==> images/wires.png <==
Only two layers are drawn.
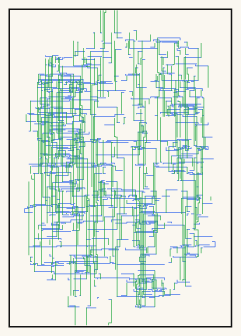
==> images/clocks.png <==
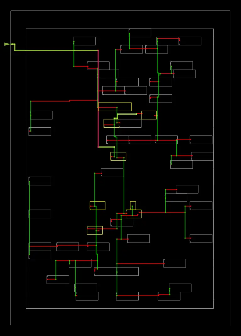
==> images/flops_by_reg.png <==
Bar = 20 um. Other sequential cells in the stronger gray, the rest of the logic in the fainter gray.
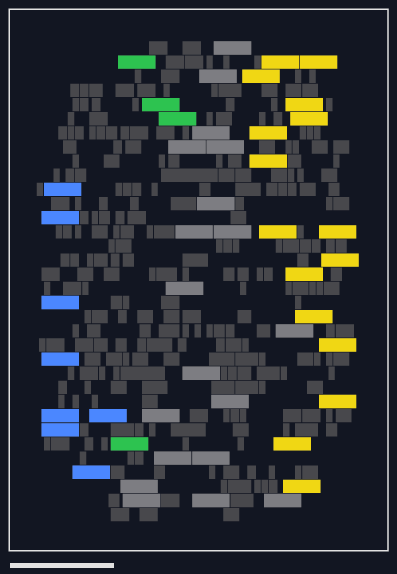
==> images/detail.png <==
Window x 0 to 40, y 58 to 98 um. Cells in gray, sequential cells in the stronger gray; small squares are vias.
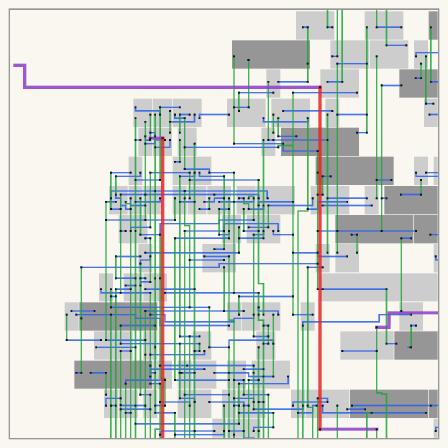
==> images/io_fan.png <==
Bar = 20 um.
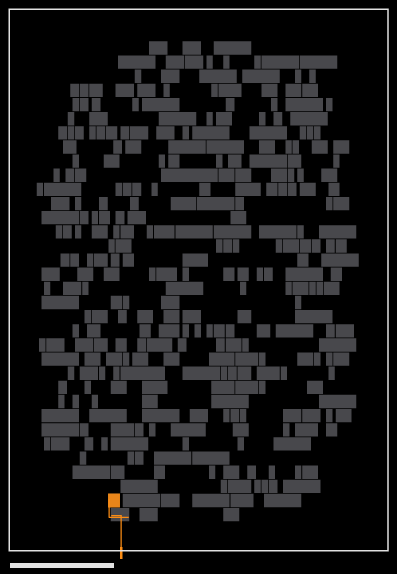
$ cat src/rtl/ps2_hex_keypad_if.sv
// PS/2 keypad bundle: raw pad lines in, decoded nibble and strobes out.
// The master side drives the PS/2 lines; the slave side is the decoder.
interface ps2_hex_keypad_if;
   logic       ps2_clk;
   logic       ps2_data;
   logic [3:0] hex;
   logic       hex_valid;
   logic       rx_err;

   modport master (
      output ps2_clk, ps2_data,
      input  hex, hex_valid, rx_err
   );

   modport slave (
      input  ps2_clk, ps2_data,
      output hex, hex_valid, rx_err
   );
endinterface

$ cat src/rtl/ps2_hex_keypad.sv
// PS/2 device-to-host receiver that turns make codes for 0-9/A-F into a hex nibble.
// Break (F0 xx) and extended (E0 xx) sequences are swallowed without producing output.
module ps2_hex_keypad #(
   parameter int FILTER_LEN = 8,
   parameter int TIMEOUT    = 50000
) (
   input logic             clk,
   input logic             rst,
   ps2_hex_keypad_if.slave kb
);

   localparam int TW = (TIMEOUT > 2) ? $clog2(TIMEOUT) : 2;
   localparam logic [TW-1:0] TO_MAX = TW'(TIMEOUT - 1);
   localparam logic [3:0]    FL_MAX = 4'(FILTER_LEN - 1);

   typedef enum logic [1:0] {IDLE, DATA, PARITY, STOP} state_t;

   // Input synchronisers and clock filter
   logic       clk_s1_q, clk_s1_d, clk_s2_q, clk_s2_d;
   logic       dat_s1_q, dat_s1_d, dat_s2_q, dat_s2_d;
   logic       filt_q, filt_d;
   logic [3:0] fcnt_q, fcnt_d;
   logic       fall;

   // Frame state
   state_t          state_q;
   logic [2:0]      bcnt_q;
   logic [7:0]      sh_q;
   logic            par_q;
   logic [TW-1:0]   to_q;
   logic            break_f_q;
   logic            ext_f_q;
   logic [3:0]      hex_q;
   logic            hex_valid_q;
   logic            rx_err_q;

   logic [4:0]      map_w;
   logic            frame_ok;

   function automatic logic [4:0] hex_map(input logic [7:0] code);
      logic [4:0] r;
      r = 5'h00;
      unique case (code)
         8'h45: r = {1'b1, 4'h0};
         8'h16: r = {1'b1, 4'h1};
         8'h1E: r = {1'b1, 4'h2};
         8'h26: r = {1'b1, 4'h3};
         8'h25: r = {1'b1, 4'h4};
         8'h2E: r = {1'b1, 4'h5};
         8'h36: r = {1'b1, 4'h6};
         8'h3D: r = {1'b1, 4'h7};
         8'h3E: r = {1'b1, 4'h8};
         8'h46: r = {1'b1, 4'h9};
         8'h1C: r = {1'b1, 4'hA};
         8'h32: r = {1'b1, 4'hB};
         8'h21: r = {1'b1, 4'hC};
         8'h23: r = {1'b1, 4'hD};
         8'h24: r = {1'b1, 4'hE};
         8'h2B: r = {1'b1, 4'hF};
         default: r = 5'h00;
      endcase
      return r;
   endfunction

   always_comb begin
      clk_s1_d = kb.ps2_clk;
      clk_s2_d = clk_s1_q;
      dat_s1_d = kb.ps2_data;
      dat_s2_d = dat_s1_q;
      filt_d   = filt_q;
      fcnt_d   = '0;
      // Count consecutive samples that disagree with the filtered level;
      // the FILTER_LEN-th one flips it.
      if (clk_s2_q != filt_q) begin
         if (fcnt_q == FL_MAX) filt_d = clk_s2_q;
         else                  fcnt_d = fcnt_q + 4'd1;
      end
   end

   assign fall     = filt_q & ~filt_d;
   assign map_w    = hex_map(sh_q);
   // Stop bit high and odd parity over data plus parity bit
   assign frame_ok = dat_s2_q & (^{sh_q, par_q});

   always_ff @(posedge clk) begin
      if (rst) begin
         clk_s1_q <= 1'b1;
         clk_s2_q <= 1'b1;
         dat_s1_q <= 1'b1;
         dat_s2_q <= 1'b1;
         filt_q   <= 1'b1;
         fcnt_q   <= '0;
      end else begin
         clk_s1_q <= clk_s1_d;
         clk_s2_q <= clk_s2_d;
         dat_s1_q <= dat_s1_d;
         dat_s2_q <= dat_s2_d;
         filt_q   <= filt_d;
         fcnt_q   <= fcnt_d;
      end
   end

   always_ff @(posedge clk) begin
      if (rst) begin
         state_q     <= IDLE;
         bcnt_q      <= '0;
         sh_q        <= '0;
         par_q       <= 1'b0;
         to_q        <= '0;
         break_f_q   <= 1'b0;
         ext_f_q     <= 1'b0;
         hex_q       <= '0;
         hex_valid_q <= 1'b0;
         rx_err_q    <= 1'b0;
      end else begin
         hex_valid_q <= 1'b0;
         rx_err_q    <= 1'b0;
         if (fall) begin
            to_q <= '0;
            unique case (state_q)
               IDLE: begin
                  if (!dat_s2_q) begin
                     state_q <= DATA;
                     bcnt_q  <= '0;
                  end
               end
               DATA: begin
                  sh_q   <= {dat_s2_q, sh_q[7:1]};
                  bcnt_q <= bcnt_q + 3'd1;
                  if (bcnt_q == 3'd7) state_q <= PARITY;
               end
               PARITY: begin
                  par_q   <= dat_s2_q;
                  state_q <= STOP;
               end
               STOP: begin
                  state_q <= IDLE;
                  if (frame_ok) begin
                     if (sh_q == 8'hF0) begin
                        break_f_q <= 1'b1;
                     end else if (sh_q == 8'hE0) begin
                        ext_f_q <= 1'b1;
                     end else if (break_f_q || ext_f_q) begin
                        // Second byte of a break/extended pair: consume it
                        break_f_q <= 1'b0;
                        ext_f_q   <= 1'b0;
                     end else if (map_w[4]) begin
                        hex_q       <= map_w[3:0];
                        hex_valid_q <= 1'b1;
                     end
                  end else begin
                     rx_err_q <= 1'b1;
                  end
               end
               default: state_q <= IDLE;
            endcase
         end else if (state_q != IDLE) begin
            if (to_q == TO_MAX) begin
               rx_err_q <= 1'b1;
               state_q  <= IDLE;
               to_q     <= '0;
            end else begin
               to_q <= to_q + TW'(1);
            end
         end
      end
   end

   assign kb.hex       = hex_q;
   assign kb.hex_valid = hex_valid_q;
   assign kb.rx_err    = rx_err_q;

endmodule

$ cat src/flat_wrapper.sv
// flat-port wrapper written by rule: the top's interface ports become plain ports
module ps2_hex_keypad_flat 
#(
   parameter int FILTER_LEN = 8,
   parameter int TIMEOUT    = 50000
)
  (clk, rst, kb_ps2_clk, kb_ps2_data, kb_hex, kb_hex_valid, kb_rx_err);
  ps2_hex_keypad_if kb_i ();
  input logic clk;
  input logic rst;
  input wire logic [$bits(kb_i.ps2_clk)-1:0] kb_ps2_clk;
  input wire logic [$bits(kb_i.ps2_data)-1:0] kb_ps2_data;
  output wire logic [$bits(kb_i.hex)-1:0] kb_hex;
  output wire logic [$bits(kb_i.hex_valid)-1:0] kb_hex_valid;
  output wire logic [$bits(kb_i.rx_err)-1:0] kb_rx_err;
  assign kb_i.ps2_clk = kb_ps2_clk;
  assign kb_i.ps2_data = kb_ps2_data;
  assign kb_hex = kb_i.hex;
  assign kb_hex_valid = kb_i.hex_valid;
  assign kb_rx_err = kb_i.rx_err;
  ps2_hex_keypad #(.FILTER_LEN(FILTER_LEN), .TIMEOUT(TIMEOUT)) u_core (.clk(clk), .rst(rst), .kb(kb_i));
endmodule
$ cat config.mk
export PLATFORM = sky130hd
export DESIGN_NAME = ps2_hex_keypad_flat
export DESIGN_NICKNAME = d
export VERILOG_FILES = /design/src/rtl/ps2_hex_keypad_if.sv /design/src/rtl/ps2_hex_keypad.sv /design/src/flat_wrapper.sv
export SDC_FILE = /design/constraint.sdc
export NUM_CORES = 1
export LEC_CHECK = 0
export CELL_PAD_IN_SITES_DETAIL_PLACEMENT = 0
export CELL_PAD_IN_SITES_GLOBAL_PLACEMENT = 2
export CORE_ASPECT_RATIO = 1.5
export CORE_MARGIN = 5
export CORE_UTILIZATION = 42
export CTS_BUF_LIST = sky130_fd_sc_hd__clkbuf_4 sky130_fd_sc_hd__clkbuf_8
export CTS_CLUSTER_DIAMETER = 120
export DETAILED_ROUTE_END_ITERATION = 8
export GPL_TIMING_DRIVEN = 0
export PLACE_DENSITY = 0.86
export RECOVER_POWER = 50
export SLEW_MARGIN = 20
export SYNTH_ARGS = -nofsm -noshare
export SYNTH_HDL_FRONTEND = slang
export SYNTH_SLANG_ARGS = --single-unit
$ cat constraint.sdc
create_clock -name clk -period 5.2 [get_ports clk]
set_input_delay 0.52 -clock clk [delete_from_list [all_inputs] [get_ports clk]]
set_output_delay 0.52 -clock clk [all_outputs]
set_load 0.02 [all_outputs]
==> run summary <==
fresh numbers from the pnr run: outcome=completed, combinational logic power=0.0124 mW, Tot Pwr=0.6493 mW, Inverters=9, R2R Path Start=u_core.state_q[0]$_SDFFE_PP0P_, row cnt=34, syn nets=between 300 and 400, Via Count=about 2000, Top cells by area=dfxtp_1, nor2_1, xor2_1, total die size=7539 um^2, Worst Path Required=~5.4 ns, met1 wire length=2.117 mm, global routing's busiest layer=met2, post-route cell area=2764 um^2, Antenna Cells=0, min Tclk post-route=about 2.4 ns, power per cell area=234.9 nW/um^2, Mux area share=~5.3%, signal buffers share of area=about 5.4%, AO/OA Area Share=between 10% and 20%, Mapped Area=2467 um^2, clk tree area frac=4.255%, hold_sp=u_core.dat_s1_q$_SDFF_PP1_, slowest CP cell=clkbuf_1, fraction of layout cells with a size suffix above 1=slightly above 8%, crit path launch type=flop, Iter 0 DRT Violations=about 65, Worst IR Drop VDD=0.1125 mV, top-area cell type share of the netlist area=between 30% and 40%, Post-DP Area=about 2600 um^2, post-synthesis sequential area ratio=a little under two fifths, CTS Buffer Depth=2, Post-synth EDFFs=0, clk_lat worst skew=just under 0.3 ns, met3 Use GR=between 2 and 3%, Biggest consumer=registers, Clock Power Share=between 40 and 50%, first-pass GRT wire length=9.618 mm, CP Max Fanout=10, Hold WC Path Type=flop to flop, core area=around 5700 um^2, Placer Congestion=roughly 0.83, Largest cell class=logic gates, bufs w/o clock=23, slew margin rel.=~50%, htree depth=2, end-of-flow core utilization=around 48%, Leak=~1.1 nW, Comb power frac=around 1.9%, DRC errors left=0, Die Ht=just over 100 um, Setup TNS=0 ns, clk sinks=47, gate count of the mapped netlist=about 300, clock-net power=approximately 0.28 mW, sw power=~0.13 mW, sequential share of power=55.8%, Slew @ Worst Pin=between 0.7 and 0.8 ns, Synth Warn #=0, Post-synth ARST share=0%, clock-pin slew on the worst setup and hold paths=0.09 ns, cts hold-fix bufs=0, Multi-In Gates=222, max incr delay on CP=roughly 0.36 ns, dpl hpwl=4.094 mm, cell chain of the critical path=inv_1, ha_1, clkbuf_1, and3b_1, and3_1, a21oi_1, nand2_1, clkbuf_1, nor2_1, most frequent logic cell in the layout=nor2_1, area leader, netlist=dfxtp_1, adder share=about 4%, final setup vio count=0, FF-to-FF path depth=9, tool warnings=29, CTS tree=yes, CP most frequent cell=clkbuf_1, Worst Hold Depth=1, Max Clk Rate=between 400 and 500 MHz, # Max-Cap Violations=0, vias in the first global route=2111, met2 WL=about 3.1 mm, Yosys Instances=292, cycle use final=45.78%, DR top layer=met4, Root Buffer=clkbuf_8, Die X=between 70 and 80 um, FF+latch area=940.9 um^2, Layout area overhead=12.02%, total CTS buffers=5, Post-CTS Resized=0, Biggest register=u_core.to_q, combinational share of cell area=~52%, Setup crit start=u_core.state_q[0]$_SDFFE_PP0P_, ys flop type=dfxtp_1, final-report max-slew violation count=0, Initial DRT Pass Iterations=4, post-synthesis xor/xnor area fraction=about a tenth, largest net degree at the start of global routing=15, fillers=595, biggest regs=u_core.to_q: 16 flops, u_core.sh_q: 8 flops, antenna-violating nets left=0, Simple-Gate Area Share=~28%, top comb family, area=simple AND/OR/NAND/NOR gates, Yosys Chip Area=~2500 um^2, most frequent cells in the layout=nor2_1, dfxtp_1, nand2_1, nand3_1, xor2_1, CP Capture Type=flop, Unique cell types=51, Internal=around 0.52 mW, RSZ-0062 raised after global routing=no, Tapcells=between 70 and 80, Switching Share=between 10% and 20%, Tot GR Track Use=between 10% and 20%, gr ovfl total=0, initial antenna violation count=0
Back to the opening pictures, wires.png:
- blue: metal 1 (wire length 2120 um)
- green: metal 2 (wire length 3100 um)
WL final: 5.403 mm
routed length per instance: 14.18 um

Back to the opening pictures, clocks.png:
clk_skew: 0.006536 ns
Layout clock buffers: 6

Back to the opening pictures, flops_by_reg.png:
- green: u_core.kb.hex (flops 4)
- blue: u_core.sh_q (flops 8)
- yellow: u_core.to_q (flops 16)
- not colored: 19
seq pwr: 0.362 mW
flop share of the area: 34.04%

Back to the opening pictures, detail.png:
- blue: metal 1
- red: metal 4
- green: metal 2
- purple: metal 3
- sequential cells in the window: 9
- cells with their middle in the window: 77
- most frequent: nor2_1 (10), dfxtp_1 (9), nand2_1 (8)
- netlist names of flops here include: u_core.kb.hex (3), u_core.sh_q (2)

Back to the opening pictures, io_fan.png:
- orange: kb_ps2_data (direction input; edge bottom; end cells 1; wire 15.2 um)
Port Buffer Count: 9
I/O Pins: 10

[cell usage after synthesis, types with 2 or more instances]
| master | instances |
|---|---|
| nand3_1 | 17 |
| nor2_1 | 50 |
| a21oi_1 | 11 |
| mux2i_1 | 12 |
| xnor2_1 | 8 |
| xor2_1 | 16 |
| or2_2 | 5 |
| and4b_1 | 2 |
| and3_1 | 4 |
| o21ai_0 | 9 |
| inv_1 | 8 |
| nor2b_1 | 3 |
| nor3_1 | 4 |
| o211ai_1 | 3 |
| ha_1 | 8 |
| a32oi_1 | 3 |
| a211oi_1 | 2 |
| nor4bb_1 | 2 |
| and3b_1 | 2 |
| nor4_1 | 4 |
| nand2b_1 | 2 |
| clkbuf_1 | 9 |
| a211o_1 | 2 |
| nand4_1 | 2 |
| nand4b_1 | 2 |
| nand3b_1 | 2 |
| nand2_1 | 26 |
| o221a_2 | 2 |
| dfxtp_1 | 47 |
| nor4b_1 | 2 |
| buf_2 | 3 |
[per-stage QoR]
stage / std cells / setup slack [ns] / hold WS (ns)
after floorplan: 292 / 3.300 / 0.3895
after global placement: 373 / 2.800 / 0.3932
after detailed placement: 373 / 2.815 / 0.3981
after CTS: 381 / 2.878 / 0.4200
after global routing: 381 / 2.580 / 0.4399
final: 381 / 2.819 / 0.4152
[path summary, 6_finish.rpt]
path	slack (ns)	endpoint
setup / recovery	2.82	u_core.to_q[14]$_SDFFE_PP0N_
hold / removal	0.42	u_core.dat_s2_q$_SDFF_PP1_
setup reg to reg	2.82	u_core.to_q[14]$_SDFFE_PP0N_
hold reg to reg	0.42	u_core.dat_s2_q$_SDFF_PP1_
[worst max-delay path, delay by kind of cell, from the launching register on]
family	cells	cell delay (ns)
AOI/OAI and AO/OA	1	0.25
adders and majority gates	1	0.14
buffers and inverters	3	0.73
DFF	1	0.35
and+or+nand+nor	4	0.85
Power is estimated from default activity; no workload was simulated.
